===== src/rtl/calc_op_sequencer.sv =====
// Sequenced 16-bit calculator: single-cycle add/sub, 16-cycle shift-add
// multiply and 16-cycle restoring divide with one-cycle result pulse.
module calc_op_sequencer (
    input  logic        CLK,
    input  logic        RST,
    input  logic        req_valid,
    output logic        req_ready,
    input  logic [1:0]  op,
    input  logic [15:0] opa,
    input  logic [15:0] opb,
    output logic        res_valid,
    output logic [15:0] result,
    output logic [15:0] rem,
    output logic        err,
    output logic        busy
);

    typedef enum logic [1:0] {
        IDLE,
        MUL,
        DIV,
        DONE
    } state_t;

    state_t      state;
    logic [15:0] a_q;
    logic [15:0] b_q;
    logic [15:0] acc;
    logic [4:0]  cnt;

    logic [15:0] mul_acc_nxt;
    logic [16:0] div_t;
    logic [16:0] div_sub;
    logic        div_ge;
    logic [15:0] div_rem_nxt;
    logic [15:0] div_q_nxt;
    logic        last_iter;

    // a_q doubles as multiplicand (MUL) or dividend/quotient shifter (DIV)
    always_comb begin
        mul_acc_nxt = acc + (b_q[0] ? a_q : 16'd0);
        div_t       = {acc, a_q[15]};
        div_sub     = div_t - {1'b0, b_q};
        div_ge      = (div_t >= {1'b0, b_q});
        div_rem_nxt = div_ge ? div_sub[15:0] : div_t[15:0];
        div_q_nxt   = {a_q[14:0], div_ge};
        last_iter   = (cnt == 5'd15);
    end

    always_ff @(posedge CLK) begin
        if (RST) begin
            state     <= IDLE;
            a_q       <= '0;
            b_q       <= '0;
            acc       <= '0;
            cnt       <= '0;
            result    <= '0;
            rem       <= '0;
            err       <= 1'b0;
            res_valid <= 1'b0;
            busy      <= 1'b0;
            req_ready <= 1'b1;
        end else begin
            res_valid <= 1'b0;
            unique case (state)
                IDLE: begin
                    if (req_valid) begin
                        a_q       <= opa;
                        b_q       <= opb;
                        acc       <= '0;
                        cnt       <= '0;
                        busy      <= 1'b1;
                        req_ready <= 1'b0;
                        unique case (op)
                            2'd0: begin
                                state     <= DONE;
                                res_valid <= 1'b1;
                                result    <= opa + opb;
                                rem       <= '0;
                                err       <= 1'b0;
                            end
                            2'd1: begin
                                state     <= DONE;
                                res_valid <= 1'b1;
                                result    <= opa - opb;
                                rem       <= '0;
                                err       <= 1'b0;
                            end
                            2'd2: begin
                                if (opa == '0 || opb == '0) begin
                                    state     <= DONE;
                                    res_valid <= 1'b1;
                                    result    <= '0;
                                    rem       <= '0;
                                    err       <= 1'b0;
                                end else begin
                                    state <= MUL;
                                end
                            end
                            2'd3: begin
                                if (opb == '0) begin
                                    state     <= DONE;
                                    res_valid <= 1'b1;
                                    result    <= 16'hFFFF;
                                    rem       <= opa;
                                    err       <= 1'b1;
                                end else begin
                                    state <= DIV;
                                end
                            end
                            default: state <= IDLE;
                        endcase
                    end
                end
                MUL: begin
                    acc <= mul_acc_nxt;
                    a_q <= {a_q[14:0], 1'b0};
                    b_q <= {1'b0, b_q[15:1]};
                    cnt <= cnt + 5'd1;
                    if (last_iter) begin
                        state     <= DONE;
                        res_valid <= 1'b1;
                        result    <= mul_acc_nxt;
                        rem       <= '0;
                        err       <= 1'b0;
                    end
                end
                DIV: begin
                    acc <= div_rem_nxt;
                    a_q <= div_q_nxt;
                    cnt <= cnt + 5'd1;
                    if (last_iter) begin
                        state     <= DONE;
                        res_valid <= 1'b1;
                        result    <= div_q_nxt;
                        rem       <= div_rem_nxt;
                        err       <= 1'b0;
                    end
                end
                DONE: begin
                    state     <= IDLE;
                    busy      <= 1'b0;
                    req_ready <= 1'b1;
                end
                default: state <= IDLE;
            endcase
        end
    end

endmodule


===== config.mk =====
export PLATFORM = sky130hd
export DESIGN_NAME = calc_op_sequencer
export DESIGN_NICKNAME = d
export VERILOG_FILES = /design/src/rtl/calc_op_sequencer.sv
export SDC_FILE = /design/constraint.sdc
export NUM_CORES = 1
export LEC_CHECK = 0
export ABC_AREA = 1
export CAP_MARGIN = 0
export CORE_ASPECT_RATIO = 0.75
export CORE_MARGIN = 3
export CORE_UTILIZATION = 59
export CTS_CLUSTER_DIAMETER = 120
export CTS_CLUSTER_SIZE = 10
export DETAILED_ROUTE_END_ITERATION = 8
export PLACE_DENSITY = 0.9
export SETUP_SLACK_MARGIN = 0.4
export SLEW_MARGIN = 5
export SYNTH_ARGS = -nofsm -noshare
export SYNTH_HDL_FRONTEND = slang
export SYNTH_SLANG_ARGS = --single-unit

===== constraint.sdc =====
create_clock -name CLK -period 3.38 [get_ports CLK]
set_clock_uncertainty 0.1 [all_clocks]
set_input_delay 0.338 -clock CLK [delete_from_list [all_inputs] [get_ports CLK]]
set_output_delay 0.338 -clock CLK [all_outputs]
set_load 0.01 [all_outputs]

==> images/floorplan.png <==
Bar = 50 um. Pins as bars on the die edge.
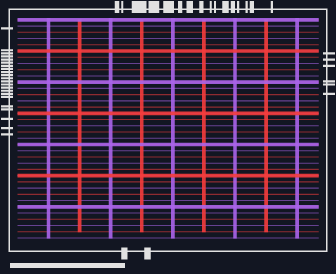
Key: VSS = purple; VDD = red
73 signal pins sit on the boundary. 9 straps on met4. 7 straps on met5. The core has 35 rows. 36 met1 rails follow the rows.
width of the die: 137.9 um
maximum ir drop on the vdd rail: 0.0005600 V

==> images/clock_wires.png <==
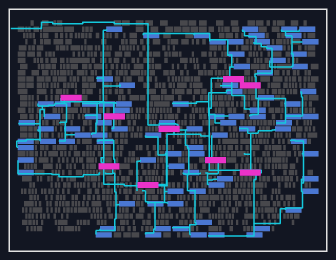
Key: clock-net drivers = magenta [count 9]; clock wires = cyan [length 1330 um]; flip-flops = blue [count 91]
Position of the flops: spread over the die. There are 10 routed clock nets.

==> images/class_map.png <==
Fill, decap, tap and diode cells in gray.
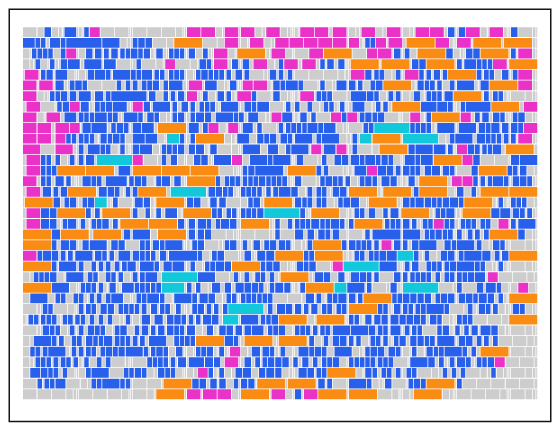
Key: remaining buffers and delay cells = magenta [cells 109, share of their area 11%]; clock drivers and dummy loads = cyan [cells 16, share of their area 3.4%]; remaining logic cells = blue [cells 1153, share of their area 65%]; registers = orange [cells 91, share of their area 21%]
number of placement rows: 35
end-of-flow core utilization: 72.45%
design area: 9074 sq um

==> images/layers.png <==
Bar = 50 um. Only two layers are drawn.
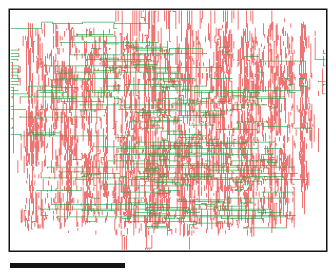
Key: M2 = red [wire length 11100 um]; M3 = green [wire length 3510 um]
combined global-route utilization of all metal layers: 37.10%
routed vias: 8858
Total Routed Length: 26850 um

==> images/clock_nets.png <==
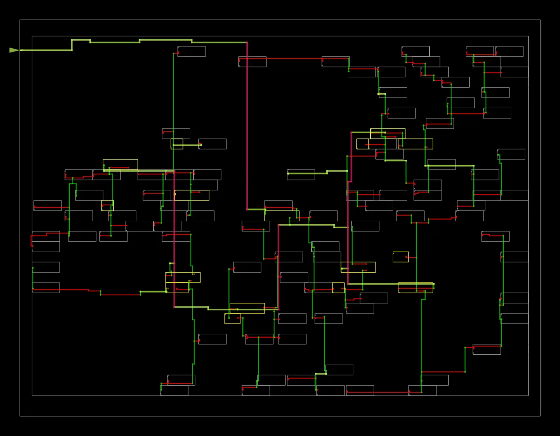
Flop Count: 91
P_clk: 1.05 mW
Layout clock buffers: 9
total clock buffers created by CTS: 9
Num Clock Sinks: 91

power by group through the flow:
| stage | Sequential, mW | Clock [mW] | Combinational, mW |
|---|---|---|---|
| floorplan | 1.73 | 0 | 3.02 |
| global placement | 1.74 | 0 | 4.41 |
| detailed placement | 1.74 | 0 | 4.47 |
| CTS | 1.72 | 1.05 | 4.51 |
| global route | 1.77 | 1.09 | 5.09 |
| finish | 1.73 | 1.05 | 4.65 |
cell families (layout without fill, tap and decap cells):
logic type | Yosys count | after routing | share of synthesized area [%]
AOI/OAI and AO/OA | 231 | 231 | 16.10
xor gates and xnor gates | 29 | 29 | 3.298
adders and majority gates | 58 | 58 | 9.716
buffers and inverters | 210 | 289 | 10.79
DFF | 91 | 91 | 23.66
and+or+nand+nor | 671 | 671 | 36.44
state kept, by name (all words and copies together) (netlist names):
signal	cells
err	1
req_ready	1
res_valid	1
acc	16
rem	16
result	16
a_q	16
state	2
b_q	16
cnt	5
busy	1
how the worst max path moves through the flow:
stage                                         end  slack, ns  cells after the start
final                     result[13]$_SDFFE_PP0P_       0.52                     19
after global routing      result[10]$_SDFFE_PP0P_       0.30                     18
after CTS                 result[13]$_SDFFE_PP0P_       0.41                     21
after detailed placement  result[10]$_SDFFE_PP0P_      -0.06                     16
after global placement    result[10]$_SDFFE_PP0P_      -0.04                     16
after floorplan           result[14]$_SDFFE_PP0P_       0.90                     19
what timing repair did:
item                                    CTS  global route
buffers inserted                          0             1
endpoints found under the hold margin     0             0
hold buffers                              0             0
resized                                   3            18
endpoints found under the setup margin    5            32
pin swaps                                 1             9
gates cloned                              0             0
worst min-delay path, stage by stage:
cell and delay (ns):
dlymetal6s2s_1 0.15, nand2_1 0.08, a31oi_1 0.08
==> run_results.csv <==
group,metric,value,unit
final_timing,holdWs,0.2409,ns
critical_path,critical_path.max_stage_delay,0.48,ns
critical_path,reg2reg_to,"result[15]$_SDFFE_PP0P_",
critical_path,path_cells,"clkdlybuf4s50_1 -> inv_1 -> nand2_4 -> inv_1 -> buf_4 -> a21oi_1 -> xor2_1 -> ha_1 -> nand2_1 -> nor2_1 -> inv_1 -> nor3_1 -> o21ai_1 -> nand2_1 -> nand2_1 -> nand3_1 -> nand2_1 -> nor2_1 -> a21oi_1",
global_routing,initial_antenna_violation_count,0,
global_routing,gr-usage-met3,12.22,%
logic_synthesis,yosys-stat-cells,1290,
critical_path,crit_buf_inv,5,
logic_synthesis,ys_ff,91,
logic_synthesis,cell_type_contributing_the_most_total_cell_area_after_synthesis,"dfxtp_1",
critical_path,timing.reg2reg.worst_path_depth,15,
logic_synthesis,synth_nets,1385,
global_routing,global_route.usage.met1,53.66,%
drt,detail-route-antenna-nets,0,
global_routing,overflow_left_after_global_routing,0,
floorplan,dieArea,14470,sq um
drt,maxUsedRoutingLayer,"met4",
final_timing,timing.setup.tns,0,ns
power,sequentialPowerShare,23.3,%
cells_and_area,non_clock_inverter_count_in_the_final_layout,164,
critical_path,critPathTopFamily,"buffers and inverters",
worst_hold_path,worst_hold_path.endpoint,"b_q[1]$_SDFFE_PP0P_",
drt,met2_length,11090,um
final_timing,timing_worst_slew_pin_value,0.8261,ns
logic_synthesis,enable_flop_cells,0,
power,switching_share,52.73,%
status,run_status,"completed",
clock_tree,cts.clk_slew.worst_paths,0.08,ns
placement,hpwlAfterDp,20770,um
logic_synthesis,seq_area_frac_synth,23.66,%
floorplan,io_pins,73,
final_timing,worst_slack,0.5177,ns
Power figures rest on the tool's default switching activity, not on a simulated workload.
